### src/rtl/intc_pkg.sv
// Shared constants for the interrupt controller: register offsets,
// timer control bit positions and reset values.
package intc_pkg;

  localparam logic [2:0] ADDR_PENDING = 3'd0;
  localparam logic [2:0] ADDR_MASK    = 3'd1;
  localparam logic [2:0] ADDR_EDGE    = 3'd2;
  localparam logic [2:0] ADDR_COUNT   = 3'd3;
  localparam logic [2:0] ADDR_COMPARE = 3'd4;
  localparam logic [2:0] ADDR_TCTRL   = 3'd5;

  localparam int TCTRL_EN   = 0;
  localparam int TCTRL_AUTO = 1;

  localparam int NUM_EXT    = 7;
  localparam int TIMER_LINE = 7;

  localparam logic [31:0] COMPARE_RESET = 32'hFFFF_FFFF;

endpackage

### src/rtl/intsync.sv
// Per-source synchroniser: SYNC_STAGES flop chain followed by a registered
// copy of the synchronised level so a single-cycle rising-edge strobe can
// be produced.
module intsync #(
  parameter int SYNC_STAGES = 2
) (
  input  logic clk,
  input  logic reset,
  input  logic req_i,
  output logic level,
  output logic rise
);

  logic [SYNC_STAGES-1:0] sync_q, sync_d;
  logic                   prev_q, prev_d;

  // Shift the raw request in at bit 0; the oldest sample is the level.
  always_comb begin
    sync_d = {sync_q[SYNC_STAGES-2:0], req_i};
    prev_d = sync_q[SYNC_STAGES-1];
  end

  // Synchroniser and edge-history registers.
  always_ff @(posedge clk) begin
    if (reset) begin
      sync_q <= '0;
      prev_q <= 1'b0;
    end else begin
      sync_q <= sync_d;
      prev_q <= prev_d;
    end
  end

  assign level = sync_q[SYNC_STAGES-1];
  assign rise  = sync_q[SYNC_STAGES-1] & ~prev_q;

endmodule

### src/rtl/interruptcontroller.sv
// Memory-mapped interrupt source block: seven synchronised external lines
// plus a count/compare timer on line 7, a pending register with edge/level
// capture, and a software mask feeding CP0.
module interruptcontroller
  import intc_pkg::*;
#(
  parameter int SYNC_STAGES = 2
) (
  input  logic        clk,
  input  logic        reset,
  input  logic [6:0]  irqsrc,
  input  logic        sel,
  input  logic        memwrite,
  input  logic [2:0]  address,
  input  logic [31:0] writedata,
  output logic [31:0] readdata,
  output logic [7:0]  interrupts
);

  logic [7:0]  pending_q, pending_d;
  logic [7:0]  mask_q, mask_d;
  logic [7:0]  edge_q, edge_d;
  logic [31:0] count_q, count_d;
  logic [31:0] compare_q, compare_d;
  logic [1:0]  tctrl_q, tctrl_d;

  logic [NUM_EXT-1:0] lvl, rise;

  logic       wr;
  logic       wr_pend, wr_mask, wr_edge, wr_count, wr_cmp, wr_tctrl;
  logic [7:0] w1c;
  logic       match;

  for (genvar g = 0; g < NUM_EXT; g++) begin : g_sync
    intsync #(.SYNC_STAGES(SYNC_STAGES)) u_sync (
      .clk   (clk),
      .reset (reset),
      .req_i (irqsrc[g]),
      .level (lvl[g]),
      .rise  (rise[g])
    );
  end

  assign wr       = sel & memwrite;
  assign wr_pend  = wr && (address == ADDR_PENDING);
  assign wr_mask  = wr && (address == ADDR_MASK);
  assign wr_edge  = wr && (address == ADDR_EDGE);
  assign wr_count = wr && (address == ADDR_COUNT);
  assign wr_cmp   = wr && (address == ADDR_COMPARE);
  assign wr_tctrl = wr && (address == ADDR_TCTRL);
  assign w1c      = wr_pend ? writedata[7:0] : 8'h00;

  // Next-state for configuration, timer and pending bits.
  always_comb begin
    mask_d    = wr_mask  ? writedata[7:0] : mask_q;
    edge_d    = wr_edge  ? writedata[7:0] : edge_q;
    tctrl_d   = wr_tctrl ? writedata[1:0] : tctrl_q;
    compare_d = wr_cmp   ? writedata      : compare_q;

    // Match uses the pre-write COUNT/COMPARE values.
    match = tctrl_q[TCTRL_EN] && (count_q == compare_q);

    count_d = count_q;
    if (wr_count) begin
      count_d = writedata;
    end else if (tctrl_q[TCTRL_EN]) begin
      count_d = (match && tctrl_q[TCTRL_AUTO]) ? 32'd0 : count_q + 32'd1;
    end

    pending_d = pending_q;
    for (int i = 0; i < NUM_EXT; i++) begin
      if (wr_edge && (writedata[i] != edge_q[i])) begin
        // Mode change: hold this cycle, new mode applies next cycle.
        pending_d[i] = pending_q[i];
      end else if (edge_q[i]) begin
        pending_d[i] = rise[i] | (pending_q[i] & ~w1c[i]);
      end else begin
        pending_d[i] = lvl[i];
      end
    end
    // Timer line: match sets, W1C or a COMPARE store acknowledges.
    pending_d[TIMER_LINE] = match |
      (pending_q[TIMER_LINE] & ~(w1c[TIMER_LINE] | wr_cmp));
  end

  // Register bank with synchronous reset.
  always_ff @(posedge clk) begin
    if (reset) begin
      pending_q <= 8'h00;
      mask_q    <= 8'h00;
      edge_q    <= 8'h00;
      count_q   <= 32'd0;
      compare_q <= COMPARE_RESET;
      tctrl_q   <= 2'b00;
    end else begin
      pending_q <= pending_d;
      mask_q    <= mask_d;
      edge_q    <= edge_d;
      count_q   <= count_d;
      compare_q <= compare_d;
      tctrl_q   <= tctrl_d;
    end
  end

  // Combinational load data; unmapped offsets and deselect read zero.
  always_comb begin
    readdata = 32'd0;
    if (sel) begin
      case (address)
        ADDR_PENDING: readdata = {24'd0, pending_q};
        ADDR_MASK:    readdata = {24'd0, mask_q};
        ADDR_EDGE:    readdata = {24'd0, edge_q};
        ADDR_COUNT:   readdata = count_q;
        ADDR_COMPARE: readdata = compare_q;
        ADDR_TCTRL:   readdata = {30'd0, tctrl_q};
        default:      readdata = 32'd0;
      endcase
    end
  end

  assign interrupts = pending_q & mask_q;

endmodule

### config.mk
export PLATFORM = sky130hd
export DESIGN_NAME = interruptcontroller
export DESIGN_NICKNAME = d
export VERILOG_FILES = /design/src/rtl/intc_pkg.sv /design/src/rtl/intsync.sv /design/src/rtl/interruptcontroller.sv
export SDC_FILE = /design/constraint.sdc
export NUM_CORES = 1
export LEC_CHECK = 0
export ABC_AREA = 1
export CELL_PAD_IN_SITES_DETAIL_PLACEMENT = 1
export CELL_PAD_IN_SITES_GLOBAL_PLACEMENT = 1
export CORE_UTILIZATION = 35
export CTS_CLUSTER_DIAMETER = 120
export DETAILED_ROUTE_END_ITERATION = 7
export GPL_TIMING_DRIVEN = 0
export PLACE_DENSITY_LB_ADDON = 0.1
export SYNTH_ARGS = -nofsm -noshare
export SYNTH_HDL_FRONTEND = slang
export SYNTH_HIERARCHICAL = 1
export SYNTH_SLANG_ARGS = --single-unit
export TNS_END_PERCENT = 100
### constraint.sdc
create_clock -name clk -period 1.45 [get_ports clk]
set_input_delay 0.29 -clock clk [delete_from_list [all_inputs] [get_ports clk]]
set_output_delay 0.29 -clock clk [all_outputs]
set_load 0.05 [all_outputs]
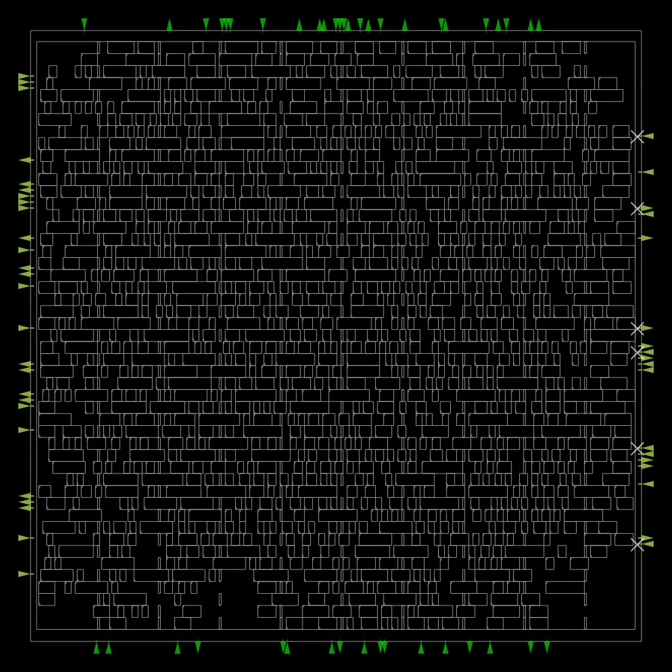
run_1/placement.png
Final Util: 57.7%
fill count: 2243
n_taps: 229

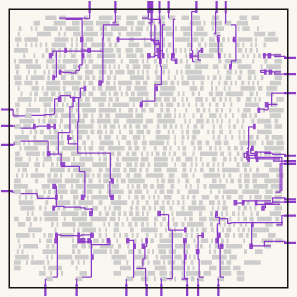
run_1/io_fan.png
(2 px per um)
legend:
  writedata:
    colour: purple
    bits: 32
    direction: input
    end_cells: 80
    buffers: 32
    wire: 1410 um
# port buffers: 85
# IOs: 86

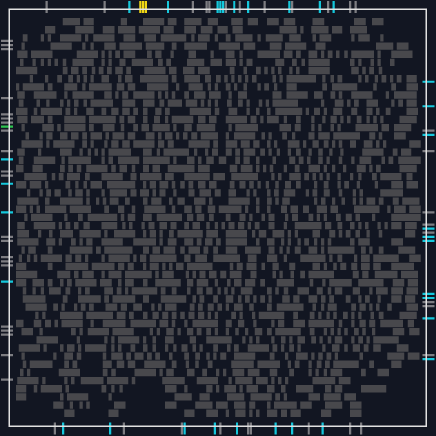
run_1/io_placement.png
(3 px per um) Pins as bars across the die edge, other pins in grey.
legend:
  sel:
    colour: green
    pins: 1
    direction: input
    edge: left
  address:
    colour: yellow
    pins: 3
    direction: input
    edge: top
  writedata:
    colour: cyan
    pins: 32
    direction: input
    edge: 10 top, 10 right, 8 bottom, 4 left
all pins by edge: 26 left, 25 top, 18 right, 17 bottom
die width: 139 um
die height: 139 um

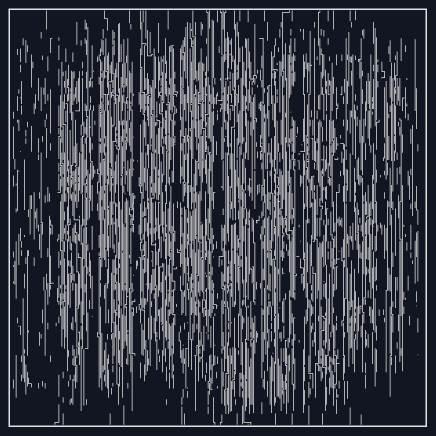
run_1/layer_met2.png
(3 px per um)
longest straight run: 66.0 um
share of all routed wire: 51%
nets with wire on the layer: 1139
wire length on this layer: 15700 um
main direction: vertical
routed via count: 8114
met2 usage: 54.7%

==> notes.md, run 1 <==
fresh numbers from the pnr run: outcome=finished with violations, failing checks=DRC, setup timing, final tally of hold violations=0, logic area=4760 um2, Commonest Layout Cell=nand2_1, NumNets Final=1288, core area=18100 um2, adder share=0.192%, htree depth=3, DR WL/cell=21.0 um, FMAX=516 MHz, #FFs+latches synth=111, clk_lat worst skew=380 ps, syn_nets=1113, Initial Utilization=36.1%, worst r2r dst=count_q[13], Final Instance Area=10400 um2, Synth Instances=1066, pwr dens=662 nW/um2, root buffer cell=clkbuf_16, Final Max Slew Viols=0, clk slew on worst S/H paths=80 ps, worst min path class=input port to flop, Startpoint Class=flop, Post-synth EDFFs=0, DRC violations left=12, YS warnings=6, hold depth=2, dpl cells=1380, final worst setup slack=-489 ps, actual slew at the worst max-slew pin=810 ps, placed cell area=8210 um2, Synth Seq Share=34.1%, # setup viols final=65, DRT iter0 DRCs=448, global-route wire length before repair=45100 um, initial antenna violation count=0, Via density=5.50, fin cells=1474, drt total wl=31000 um, critical-path maximum fanout=8, CTS tree=yes
## run 1: per-stage QoR
step                      power [mW]  utilization (%)  hold slack, ps  setup TNS [ps]
after floorplan                 3.72                -             361            -621
after global placement          4.09             45.4             389         -147510
after detailed placement        4.11             45.4             398         -151650
after CTS                       6.83             54.5             340          -15680
after global routing            7.11             57.7             419          -23620
final                           6.92             57.7             399          -20940
## run 1: routing by layer
metal  GRT usage (%)  part of all wire (%)
met2            54.7                    51
met1            35.1                    40
met4            16.9                   5.1
met5               0                     0
met3            4.47                   4.4
## run 1: kinds of logic (layout without fill, tap and decap cells)
kind of cell | count (synthesis) | count (layout)
buf+inv | 209 | 388
flops | 111 | 111
simple gates | 487 | 487
fa+ha+maj | 1 | 1
xor+xnor | 8 | 8
compound gates | 250 | 250
## run 1: critical path, stage by stage (launching register included)
cell     delay (ps)
dfxtp_2         380
inv_1            80
nand2_2         100
o21ai_0         120
nor2_1          170
nand4_1         190
nor2_4          200
nand3_4         210
buf_8           220
nand2_2          70
a21oi_2          60
## run 1: layout make-up
cell class,count,area share [%]
buffer,37,3.28
multi-input combinational,746,45.6
clock buffer,9,2.16
sequential,111,22.5
tap,229,2.74
timing repair buffer,166,16.3
clock inverter,6,0.599
inverter,170,6.75
## run 1: worst max path at each step
stage	start	end
6_report	compare_q[21]	count_q[13]
5_1_grt	compare_q[21]	count_q[13]
4_1_cts	tctrl_q[1]	readdata[1]
3_5_place_dp	address[0]	readdata[1]
3_3_place_gp	address[0]	readdata[1]
2_1_floorplan	address[1]	readdata[21]
## run 1: timing repair
item / in CTS / in global routing
pin swaps: 53 / 48
cloned: 7 / 1
resized: 558 / 135
buffers inserted: 48 / 28
endpoints found under the setup margin: 130 / 120
## run 1: registers in the layout, summed over array words and instances, names as in the netlist
signal / flops
g_sync.u_sync/sync_q: 14
g_sync.u_sync/prev_q: 7
mask_q: 8
pending_q: 8
tctrl_q: 2
compare_q: 32
edge_q: 8
count_q: 32
## run 1: synthesized netlist by cell type, types with 2 or more instances
cell type	count
buf_2	16
nor3_1	12
nand3_1	26
o21ai_0	80
buf_4	2
nand3_2	3
nor2_2	5
xor2_1	3
a31oi_1	7
clkbuf_1	16
o22ai_1	14
dfxtp_1	111
nor2_1	111
nand2_2	4
a21oi_1	129
buf_6	5
nor2_4	6
inv_2	6
o21ai_1	5
o21a_1	3
xnor2_1	5
a221oi_1	2
a211oi_1	7
nand4_1	10
nand2_1	304
inv_1	163
## run 1: report_power, final
part	switching, mW	internal (mW)	total [mW]
Sequential	0.0724	3.08	3.15
Combinational	0.695	0.466	1.16
Clock	1.39	1.21	2.60
--- run 2 (diff from run 1) ---
Settings changed: MAX_ROUTING_LAYER set to met4.
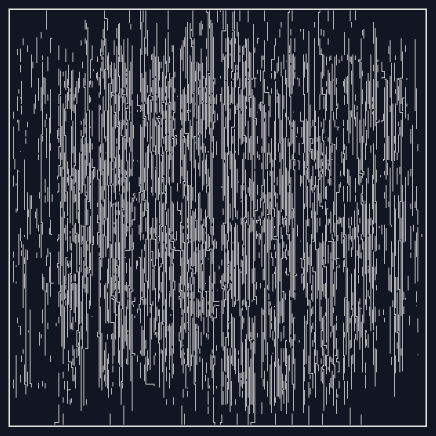
run_2/layer_met2.png
(3 px per um)
main direction: vertical
nets with wire on the layer: 1143
longest straight run: 62.2 um
drt total wl: 30900 um
met2 usage: 54.7%
routed via count: 8073

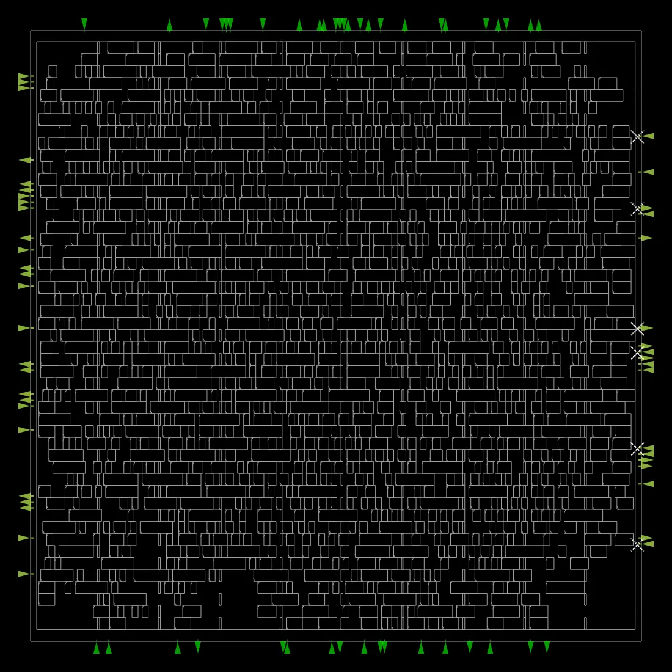
run_2/placement.png
row count: 49
flip-flops: 111
core area: 18100 um2
fin cells: 1473
fill count: 2242

==> notes.md, run 2 <==
fresh numbers from the pnr run: Initial Utilization=36.1%, Via density=5.48, Synth top cell by count=nand2_1, DRT iter0 DRCs=479, outcome=finished with violations, initial antenna violation count=0, die height=139 um, #FFs+latches synth=111, pwr dens=662 nW/um2, syn_nets=1113, CTS tree=yes, actual slew at the worst max-slew pin=805 ps, DR WL/cell=21.0 um, crit-path max cell delay=380 ps, # setup viols final=65, Post-synth EDFFs=0, Final TNS setup=-20150 ps, final worst setup slack=-464 ps, most used cell, CP=nand2_2, global-route wire length before repair=45100 um, Synth Seq Share=34.1%, root buffer cell=clkbuf_16, Largest regs=compare_q: 32 flops, count_q: 32 flops, g_sync.u_sync/sync_q: 14 flops, Post-synth top cells=nand2_1 (304), inv_1 (163), a21oi_1 (129), htree depth=3, placed cell area=8210 um2, hold depth=2, DRC violations left=12, Commonest Layout Cell=nand2_1, final tally of hold violations=0, # port buffers=85, failing checks=DRC, setup timing
run 2: cell families after synthesis:
family	count (synthesis)	share of synthesized area, %
AND/OR/NAND/NOR	487	31.4
AND-OR/OR-AND	250	20.2
flip-flops	111	34.1
adder cells (fa/ha/maj)	1	0.192
XOR/XNOR	8	1.07
buffers and inverters	209	13.1
run 2: final timing paths:
kind / from / endpoint / slack (ps)
max reg2reg: compare_q[21] / count_q[13] / -460
min reg2reg: g_sync[0].u_sync/sync_q[0] / g_sync[0].u_sync/sync_q[1] / 410
max: compare_q[21] / count_q[13] / -460
min: reset / g_sync[1].u_sync/sync_q[0] / 410
run 2: final cells by class:
cell class              instances  area [um2]
fillers                      2242        7650
multi-input cells             746        4770
flip-flops and latches        111        2350
repair buffers                165        1690
inverters                     170         704
plain buffers                  37         343
well taps                     229         287
clock buffers                   9         225
clock inverters                 6        62.6
run 2: metrics by stage:
step	worst slack, ps	cells	util (%)	hold WS [ps]	total power, mW
after floorplan	-67.9	1066	-	361	3.72
after global placement	-1650	1380	45.4	389	4.09
after detailed placement	-1690	1380	45.4	398	4.11
after CTS	-313	1450	54.5	340	6.83
after global routing	-533	1473	57.7	419	7.12
final	-464	1473	57.7	406	6.91
run 2: worst max-delay path: cells and delay by family (launching register included):
kind / cells / cell delay, ps
simple gates: 6 / 910
flops: 1 / 380
buf+inv: 2 / 290
compound gates: 2 / 180
run 2: what timing repair did:
item | 4_1_cts | 5_1_grt
gates cloned | 7 | 1
pin swaps | 53 | 48
resized | 558 | 137
setup endpoints to repair | 130 | 120
hold buffers | 0 | 0
buffers inserted | 48 | 28
run 2: report_power, final:
| group | internal, mW | switching [mW] |
|---|---|---|
| logic | 0.465 | 0.694 |
| clock network | 1.21 | 1.39 |
| registers | 3.08 | 0.0727 |
| total | 4.76 | 2.15 |
run 2: routing by layer:
layer,vias up,wire (um),global-route usage (%)
met5,-,0,-
met4,0,1490,16.9
met3,106,1290,4.47
met2,283,15700,54.7
met1,3950,12400,35.1
li1,3734,-,-
--- run 3 (diff from run 2) ---
Settings changed: SLEW_MARGIN set to 15.
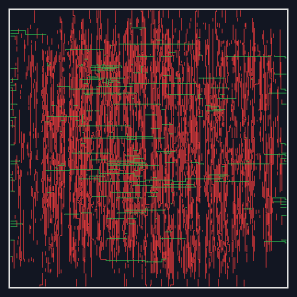
run_3/wires.png
(2 px per um) Two of the layers only.
legend:
  metal 2:
    colour: red
    wire_length: 15700 um
  metal 3:
    colour: green
    wire_length: 1290 um
DR WL/cell: 21.0 um
GRT Resource Usage Total: 31.6%

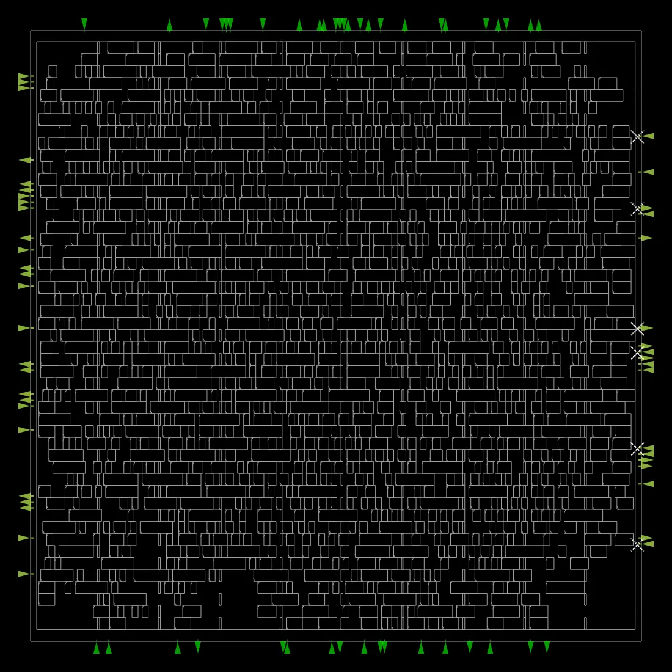
run_3/placement.png
Seq/total area: 22.5%
Final Util: 57.7%

==> notes.md, run 3 <==
fresh numbers from the pnr run: # IOs=86, YS warnings=6, DRC violations left=12, die width=139 um, Synth Instances=1066, DRT iter0 DRCs=479, row count=49, initial antenna violation count=0, drt total wl=30900 um, final worst setup slack=-464 ps, pwr dens=662 nW/um2, layout cells sized above 1=39.6%, global-route wire length before repair=45100 um, # port buffers=85, hold slack=406 ps, Startpoint Class=flop, root buffer cell=clkbuf_16, critical-path maximum fanout=8, placed cell area=8210 um2, outcome=finished with violations, clk slew on worst S/H paths=80 ps, Largest regs=compare_q: 32 flops, count_q: 32 flops, g_sync.u_sync/sync_q: 14 flops, Initial Utilization=36.1%, final tally of hold violations=0, overall power=6.91 mW, worst min path class=input port to flop, CTS tree=yes, #FFs+latches synth=111, Final Instance Area=10400 um2, Post-synth EDFFs=0, Via density=5.48, clk_lat worst skew=380 ps, syn_nets=1113, Setup WS pre-CTS=-1690 ps, NumNets Final=1287, # setup viols final=65, Synth top cell by count=nand2_1, Post-synth top cells=nand2_1 (304), inv_1 (163), a21oi_1 (129), routed via count=8073, die height=139 um, post-detail-place hpwl=19100 um, Commonest Layout Cell=nand2_1, failing checks=DRC, setup timing
-- run 3: cell counts in the layout (fill, tap and decap cells not counted) --
No cell type changed its count.
-- run 3: final cells by class --
type | instances | area (um2)
repair buffers | 165 | 1690
clock inverters | 6 | 62.6
inverters | 170 | 704
plain buffers | 37 | 343
well taps | 229 | 287
flip-flops and latches | 111 | 2350
clock buffers | 9 | 225
multi-input cells | 746 | 4770
fillers | 2242 | 7650
-- run 3: path summary, 6_finish.rpt --
path | from | endpoint | slack (ps) | depth (start not counted)
max | compare_q[21] | count_q[13] | -460 | 10
min reg2reg | g_sync[0].u_sync/sync_q[0] | g_sync[0].u_sync/sync_q[1] | 410 | 2
min | reset | g_sync[1].u_sync/sync_q[0] | 410 | 2
max reg2reg | compare_q[21] | count_q[13] | -460 | 10
-- run 3: power breakdown --
part	switching (mW)	internal, mW	total [mW]
logic	0.694	0.465	1.16
clock network	1.39	1.21	2.60
registers	0.0727	3.08	3.15
-- run 3: cells by family (layout without fill, tap and decap cells) --
| group | count (synthesis) | in the layout | share of synthesized area [%] |
|---|---|---|---|
| simple gates | 487 | 487 | 31.4 |
| compound gates | 250 | 250 | 20.2 |
| buf+inv | 209 | 387 | 13.1 |
| flops | 111 | 111 | 34.1 |
| xor+xnor | 8 | 8 | 1.07 |
| fa+ha+maj | 1 | 1 | 0.192 |
-- run 3: critical path: stages (launching register included) --
cell and delay, ps:
dfxtp_2 380, inv_1 80, nand2_2 100, o21ai_0 120, nor2_1 160, nand4_1 180
nor2_4 190, nand3_4 210, buf_8 210, nand2_2 70, a21oi_2 60
-- run 3: timing repair --
| item | in CTS | in global routing |
|---|---|---|
| pin swaps | 53 | 48 |
| buffers inserted | 48 | 28 |
| hold buffers | 0 | 0 |
| gates resized | 558 | 137 |
| gates cloned | 7 | 1 |
| endpoints found under the setup margin | 130 | 120 |
-- run 3: per-stage QoR --
step / std cells / util, % / setup TNS [ps]
2_1_floorplan: 1066 / - / -621
3_3_place_gp: 1380 / 45.4 / -147510
4_1_cts: 1450 / 54.5 / -15680
6_report: 1473 / 57.7 / -20150
5_1_grt: 1473 / 57.7 / -23580
3_5_place_dp: 1380 / 45.4 / -151650
-- run 3: per-layer routing --
layer | vias to the layer above | wire, um | part of all wire (%) | GRT usage, %
met4 | 0 | 1490 | 4.8 | 16.9
li1 | 3734 | - | - | -
met5 | - | 0 | 0 | -
met3 | 106 | 1290 | 4.2 | 4.47
met1 | 3950 | 12400 | 40 | 35.1
met2 | 283 | 15700 | 51 | 54.7
Power and IR drop assume default switching activity.
